layer_met2.png
Cells faint in the background.
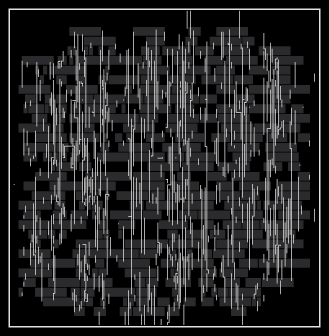
flops_by_reg.png
Other sequential cells in the stronger gray, the rest of the logic in the fainter gray.
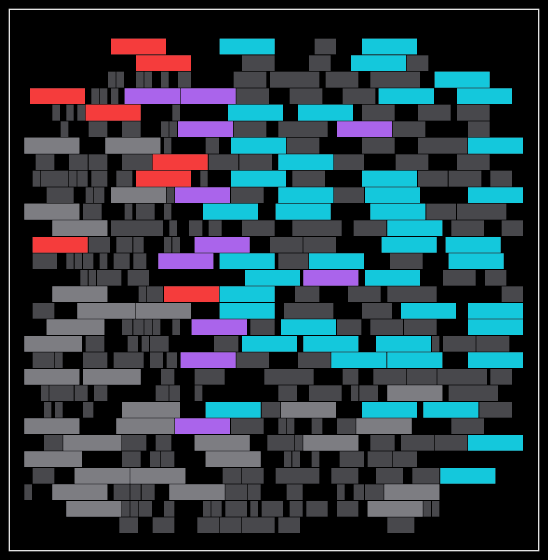
placement.png
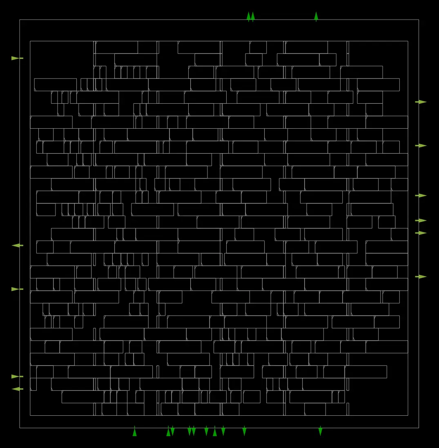
### config.mk
export PLATFORM = sky130hd
export DESIGN_NAME = i2c_bus_monitor
export DESIGN_NICKNAME = d
export VERILOG_FILES = /design/src/rtl/i2c_mon_pkg.sv /design/src/rtl/i2c_mon_fifo.sv /design/src/rtl/i2c_bus_monitor.sv
export SDC_FILE = /design/constraint.sdc
export NUM_CORES = 1
export LEC_CHECK = 0
export ABC_CLOCK_PERIOD_IN_PS = 7300
export CORE_AREA = 2 2 85 87
export DETAILED_ROUTE_END_ITERATION = 8
export DIE_AREA = 0 0 87 89
export PLACE_DENSITY_LB_ADDON = 0.1
export SYNTH_ARGS = -nofsm -noshare
export SYNTH_HDL_FRONTEND = slang
export SYNTH_SLANG_ARGS = --single-unit
### constraint.sdc
create_clock -name clk_i -period 7.3 [get_ports clk_i]
set_input_delay 1.095 -clock clk_i [delete_from_list [all_inputs] [get_ports clk_i]]
set_output_delay 1.095 -clock clk_i [all_outputs]
set_load 0.01 [all_outputs]
### src/rtl/i2c_mon_pkg.sv
// Shared types for the I2C bus monitor: event type codes, the FIFO event record
// and the FIFO level width helper.
package i2c_mon_pkg;

   typedef enum logic [2:0] {
      EVT_START   = 3'd0,
      EVT_RESTART = 3'd1,
      EVT_STOP    = 3'd2,
      EVT_BYTE    = 3'd3
   } evt_type_e;

   typedef struct packed {
      evt_type_e  evt_type;
      logic [7:0] data;
      logic       ack;
   } i2c_evt_t;

   function automatic int FIFO_LEVEL_W(input int depth);
      return $clog2(depth) + 1;
   endfunction

endpackage

### src/rtl/i2c_mon_fifo.sv
// Synchronous event FIFO for the I2C monitor. A push while full is accepted only
// when a pop happens in the same cycle; the head entry is presented with no bypass.
module i2c_mon_fifo
   import i2c_mon_pkg::*;
#(
   parameter int DEPTH = 4
) (
   input  logic                           clk,
   input  logic                           rst,
   input  logic                           push,
   input  i2c_evt_t                       din,
   input  logic                           pop,
   output i2c_evt_t                       dout,
   output logic                           full,
   output logic                           empty,
   output logic [FIFO_LEVEL_W(DEPTH)-1:0] level
);

   localparam int AW = $clog2(DEPTH);
   localparam int LW = FIFO_LEVEL_W(DEPTH);

   i2c_evt_t        mem_r [DEPTH];
   logic [AW-1:0]   wr_ptr_r;
   logic [AW-1:0]   rd_ptr_r;
   logic [LW-1:0]   count_r;
   logic            do_pop_s;
   logic            do_push_s;

   assign do_pop_s  = pop & ~empty;
   assign do_push_s = push & (~full | do_pop_s);

   // Storage, pointers and occupancy.
   always_ff @(posedge clk or posedge rst) begin
      if (rst) begin
         for (int i = 0; i < DEPTH; i++) begin
            mem_r[i] <= '0;
         end
         wr_ptr_r <= '0;
         rd_ptr_r <= '0;
         count_r  <= '0;
      end else begin
         if (do_push_s) begin
            mem_r[wr_ptr_r] <= din;
            wr_ptr_r        <= wr_ptr_r + AW'(1);
         end
         if (do_pop_s) begin
            rd_ptr_r <= rd_ptr_r + AW'(1);
         end
         case ({do_push_s, do_pop_s})
            2'b10:   count_r <= count_r + LW'(1);
            2'b01:   count_r <= count_r - LW'(1);
            default: count_r <= count_r;
         endcase
      end
   end

   assign full  = (count_r == LW'(DEPTH));
   assign empty = (count_r == LW'(0));
   assign dout  = mem_r[rd_ptr_r];
   assign level = count_r;

endmodule

### src/rtl/i2c_bus_monitor.sv
// Passive I2C bus monitor: synchronise + deglitch SCL/SDA, detect START/RESTART/STOP,
// assemble bytes with ACK, queue typed events. Define I2C_MON_ADDR_FILTER_EN for addr_i.
module i2c_bus_monitor
   import i2c_mon_pkg::*;
#(
   parameter int SYNC_STAGES = 2,
   parameter int FILTER_LEN  = 3,
   parameter int FIFO_DEPTH  = 4
) (
   input  logic                                clk_i,
   input  logic                                rst_i,
`ifdef I2C_MON_ADDR_FILTER_EN
   input  logic [6:0]                          addr_i,
`endif
   input  logic                                scl_i,
   input  logic                                sda_i,
   input  logic                                evt_ready_i,
   input  logic                                ovf_clr_i,
   output logic                                evt_valid_o,
   output logic [2:0]                          evt_type_o,
   output logic [7:0]                          evt_data_o,
   output logic                                evt_ack_o,
   output logic                                busy_o,
   output logic                                overflow_o,
   output logic [FIFO_LEVEL_W(FIFO_DEPTH)-1:0] fifo_level_o
);

   localparam int CNT_W = $clog2(FILTER_LEN) + 1;

   // Line index 0 is SCL, 1 is SDA.
   logic [1:0]             raw_s;
   logic [SYNC_STAGES-1:0] sync_r    [2];
   logic [CNT_W-1:0]       flt_cnt_r [2];
   logic [1:0]             filt_r;
   logic [1:0]             filt_d_r;

   logic scl_f_s, sda_f_s, scl_d_s, sda_d_s;
   logic start_det_s, stop_det_s, scl_rise_s, scl_fall_s;

   logic       busy_r, busy_n;
   logic [3:0] bit_cnt_r, bit_cnt_n;
   logic [7:0] shift_r, shift_n;
   logic       pend_r, pend_n;
   logic       pend_bit_r, pend_bit_n;
   logic       evt_push_r, evt_push_n;
   i2c_evt_t   evt_r, evt_n;
`ifdef I2C_MON_ADDR_FILTER_EN
   logic       first_r, first_n;
   logic       supp_r, supp_n;
`endif

   i2c_evt_t   head_s;
   logic       fifo_full_s, fifo_empty_s, pop_s, drop_s;
   logic       overflow_r;

   assign raw_s = {sda_i, scl_i};

   // Input synchronisers and run-length glitch filters, reset to the idle-high bus.
   always_ff @(posedge clk_i or posedge rst_i) begin
      if (rst_i) begin
         for (int i = 0; i < 2; i++) begin
            sync_r[i]    <= '1;
            flt_cnt_r[i] <= '0;
         end
         filt_r   <= 2'b11;
         filt_d_r <= 2'b11;
      end else begin
         for (int i = 0; i < 2; i++) begin
            sync_r[i] <= {sync_r[i][SYNC_STAGES-2:0], raw_s[i]};
            if (sync_r[i][SYNC_STAGES-1] != filt_r[i]) begin
               if (flt_cnt_r[i] == CNT_W'(FILTER_LEN - 1)) begin
                  filt_r[i]    <= sync_r[i][SYNC_STAGES-1];
                  flt_cnt_r[i] <= '0;
               end else begin
                  flt_cnt_r[i] <= flt_cnt_r[i] + CNT_W'(1);
               end
            end else begin
               flt_cnt_r[i] <= '0;
            end
         end
         filt_d_r <= filt_r;
      end
   end

   assign scl_f_s = filt_r[0];
   assign sda_f_s = filt_r[1];
   assign scl_d_s = filt_d_r[0];
   assign sda_d_s = filt_d_r[1];

   // SCL steady high in both cycles excludes a simultaneous SCL edge.
   assign start_det_s = scl_f_s & scl_d_s & sda_d_s & ~sda_f_s;
   assign stop_det_s  = scl_f_s & scl_d_s & ~sda_d_s & sda_f_s;
   assign scl_rise_s  = scl_f_s & ~scl_d_s;
   assign scl_fall_s  = ~scl_f_s & scl_d_s;

   // Bus state: SDA is sampled on SCL rise (previous-cycle SDA) and committed on the
   // following fall, so the SCL rise that precedes a STOP/RESTART is not counted.
   always_comb begin
      busy_n     = busy_r;
      bit_cnt_n  = bit_cnt_r;
      shift_n    = shift_r;
      pend_n     = pend_r;
      pend_bit_n = pend_bit_r;
      evt_push_n = 1'b0;
      evt_n      = '{evt_type: EVT_START, data: 8'h00, ack: 1'b0};
`ifdef I2C_MON_ADDR_FILTER_EN
      first_n    = first_r;
      supp_n     = supp_r;
`endif
      if (start_det_s) begin
         evt_push_n     = 1'b1;
         evt_n.evt_type = busy_r ? EVT_RESTART : EVT_START;
         evt_n.data     = {4'h0, bit_cnt_r};
         busy_n         = 1'b1;
         bit_cnt_n      = 4'd0;
         pend_n         = 1'b0;
`ifdef I2C_MON_ADDR_FILTER_EN
         first_n        = 1'b1;
         supp_n         = 1'b0;
`endif
      end else if (stop_det_s && busy_r) begin
         evt_push_n     = 1'b1;
         evt_n.evt_type = EVT_STOP;
         evt_n.data     = {4'h0, bit_cnt_r};
         busy_n         = 1'b0;
         bit_cnt_n      = 4'd0;
         pend_n         = 1'b0;
`ifdef I2C_MON_ADDR_FILTER_EN
         first_n        = 1'b0;
         supp_n         = 1'b0;
`endif
      end else if (busy_r && scl_rise_s) begin
         if (bit_cnt_r == 4'd8) begin
            evt_n.evt_type = EVT_BYTE;
            evt_n.data     = shift_r;
            evt_n.ack      = ~sda_d_s;
            bit_cnt_n      = 4'd0;
`ifdef I2C_MON_ADDR_FILTER_EN
            if (supp_r || (first_r && (shift_r[7:1] != addr_i))) begin
               evt_push_n = 1'b0;
               supp_n     = 1'b1;
            end else begin
               evt_push_n = 1'b1;
            end
            first_n = 1'b0;
`else
            evt_push_n = 1'b1;
`endif
         end else begin
            pend_n     = 1'b1;
            pend_bit_n = sda_d_s;
         end
      end else if (busy_r && scl_fall_s && pend_r) begin
         shift_n   = {shift_r[6:0], pend_bit_r};
         bit_cnt_n = bit_cnt_r + 4'd1;
         pend_n    = 1'b0;
      end else begin
         evt_push_n = 1'b0;
      end
   end

   // Bus state and registered event staging.
   always_ff @(posedge clk_i or posedge rst_i) begin
      if (rst_i) begin
         busy_r     <= 1'b0;
         bit_cnt_r  <= 4'd0;
         shift_r    <= 8'h00;
         pend_r     <= 1'b0;
         pend_bit_r <= 1'b0;
         evt_push_r <= 1'b0;
         evt_r      <= '0;
`ifdef I2C_MON_ADDR_FILTER_EN
         first_r    <= 1'b0;
         supp_r     <= 1'b0;
`endif
      end else begin
         busy_r     <= busy_n;
         bit_cnt_r  <= bit_cnt_n;
         shift_r    <= shift_n;
         pend_r     <= pend_n;
         pend_bit_r <= pend_bit_n;
         evt_push_r <= evt_push_n;
         evt_r      <= evt_n;
`ifdef I2C_MON_ADDR_FILTER_EN
         first_r    <= first_n;
         supp_r     <= supp_n;
`endif
      end
   end

   assign pop_s  = evt_valid_o & evt_ready_i;
   assign drop_s = evt_push_r & fifo_full_s & ~pop_s;

   // Sticky overflow; a drop wins over a simultaneous clear.
   always_ff @(posedge clk_i or posedge rst_i) begin
      if (rst_i) begin
         overflow_r <= 1'b0;
      end else if (drop_s) begin
         overflow_r <= 1'b1;
      end else if (ovf_clr_i) begin
         overflow_r <= 1'b0;
      end else begin
         overflow_r <= overflow_r;
      end
   end

   i2c_mon_fifo #(.DEPTH(FIFO_DEPTH)) u_fifo (
      .clk   (clk_i),
      .rst   (rst_i),
      .push  (evt_push_r),
      .din   (evt_r),
      .pop   (pop_s),
      .dout  (head_s),
      .full  (fifo_full_s),
      .empty (fifo_empty_s),
      .level (fifo_level_o)
   );

   assign evt_valid_o = ~fifo_empty_s;
   assign evt_type_o  = head_s.evt_type;
   assign evt_data_o  = head_s.data;
   assign evt_ack_o   = head_s.ack;
   assign busy_o      = busy_r;
   assign overflow_o  = overflow_r;

endmodule

==> results_dict.tcl <==
# yosys + openroad results
set metrics [dict create \
    grt-busiest-layer "met2" \
    grt_pass1_vias 2263 \
    hpwlAfterDp_mm 4.32 \
    synthDominantCellAreaShare_pct 50.5 \
    viasPerCell 5.49 \
    nets 326 \
    worst_slack_ns 3.88 \
    clock_skew_ns 0.0106 \
    ys_seq_share_pct 55.5 \
    rr_worst_depth 9 \
    die-height_um 89 \
    buf_share_pct 4.97 \
    p_total_uw 1260 \
    firstDrtPassIters 4 \
    portBuffers 22 \
    tool_warnings 30 \
    logic_gate_count 175 \
    regArea_um2 2340 \
    comb_area_share_pct 37.2 \
    ys_sh_xor_pct 2.29 \
    layout_top_cells "dfrtp_1, mux2_4, nand2_1" \
    crit_chain "mux4_2 > clkdlybuf4s50_1" \
    sh_seq_area_pct 51.0 \
    p_leak_uw 0.00231 \
    setup_viol 0 \
    crit_buf_inv 1 \
    clkPwrFrac_pct 24.2 \
    outcome "finished, final reports clean" \
    edf_count 0 \
    drtAntennaViolNets 0 \
    grt_use_total_pct 19.2 \
    fin_area_um2 4580 \
    grt_pass1_wl_mm 11.2 \
    cellPowerDensity_nw_per_um2 276 \
    timing.rr.start "u_fifo.level[2]" \
    top_level_ports 24 \
    yosysTopAreaCell "dfrtp_1" \
    clock_latency_ns 0.35 \
    antenna_found_initial 0 \
    critPathTopFamily "flip-flops" \
    crit_end "evt_data_o[6]" \
    top_power_group "sequential cells" \
    worstPathMaxFanout 13 \
    n_all_inverters 10 \
    top_register "u_fifo.mem_r" \
    peakVddDrop_mv 0.156 \
    largestClassByArea "registers" \
    rows 30 \
    cts.repair.resized 0 \
    syn_avg_cell_area_um2 14.5 \
    numCtsBuffers 9 \
    seq_cell_power_uw 691 \
    critical_path_class "reg2out" \
    yosys_area_um2 4210 \
    met2_length_mm 3.15 \
    wl_met3_um 172 \
    p_sw_uw 389 \
    dp_slack_ns 3.76 \
    clockBufferDepth 2 \
    final_common_cell "dfrtp_1" \
    timing.rr.end "u_fifo.level[2]" \
    yosysUniqueCellTypes 38 \
    met1Wirelength_mm 3.12 \
    cts_tree "yes" \
    dp_cells 381 \
    slew_headroom_pct 32.8 \
    ys_cells 290 \
    highest_layer "met4" \
    fin_crit_ns 3.42 \
    fp_util_pct 62.7 \
    logic_family "multiplexers" \
    p_clk_uw 306 \
    syn_nets 304 \
    ctsHtreeMaxLevel 3 \
    ys_sh_adder_pct 2.55 \
    arrival_ns 2.33 \
    utilization_pct 68.2 \
    p_comb_share_pct 21.2 \
    synth-async-reset-ratio_pct 100 \
    reg2reg_slack_ns 4.81 \
    placed_area_um2 4410 \
    pg_comb_uw 268 \
    cts.reportedPaths.clkPinSlew_ns 0.08 \
    synth_cells 290 \
    place_congestion 0.741 \
    hold_path_end "sync_r[1]" \
    signal_buffers 23 \
    overflow 0 \
    critPathLaunch "u_fifo.rd_ptr_r[0]" \
    max_freq_mhz 292 \
    ys_sh_aoi_pct 2.94 \
    top_cells_by_count "dfrtp_1, mux2_4, nand2_1, mux4_2, inv_1" \
    cp-start-kind "register" \
    intPower_uw 876 \
    syn-cell-area_um2 4210 \
    slew_violations 0 \
    top_cell "dfrtp_1" \
    worst_slew_pin_slew_ns 1.01 \
    switching_share_pct 30.7 \
    hold_depth 0 \
    pwr-share-seq_pct 54.7 \
    diodes 0 \
    numSynthFlops 93 \
    die_w_um 87 \
    wl_per_cell_um 16.5 \
    top_regs "u_fifo.mem_r x44, evt_r x11, shift_r x8" \
    flop_cell "dfrtp_1" \
    rsz0062_at_grt "false" \
    grtUsageMet1_pct 25.7 \
    setup_tns_ns 0 \
    post-cts-setup-buffers 0 \
    fin_hold_ws_ns 0.357 \
    min-delay-start "sync_r[0]" \
    crit_required_ns 6.20 \
]
Back to the opening pictures, layer_met2.png:
282 nets have wire on it. The layer carries 3150 um of wire. The longest straight run is 49.3 um.
met2 Resource Use GR: 31.0%
DR vias: 2178
final wirelength: 6.53 mm

Back to the opening pictures, flops_by_reg.png:
Red shows shift_r, placed flops 8. Cyan shows u_fifo.mem_r, placed flops 44. Purple shows evt_r, placed flops 11.
Another 30 sequential cells are not colored.

Back to the opening pictures, placement.png:
Core ar.: 6720 um2
FF+latch count: 93
fillcell total: 483

Power is estimated from default activity; no workload was simulated.
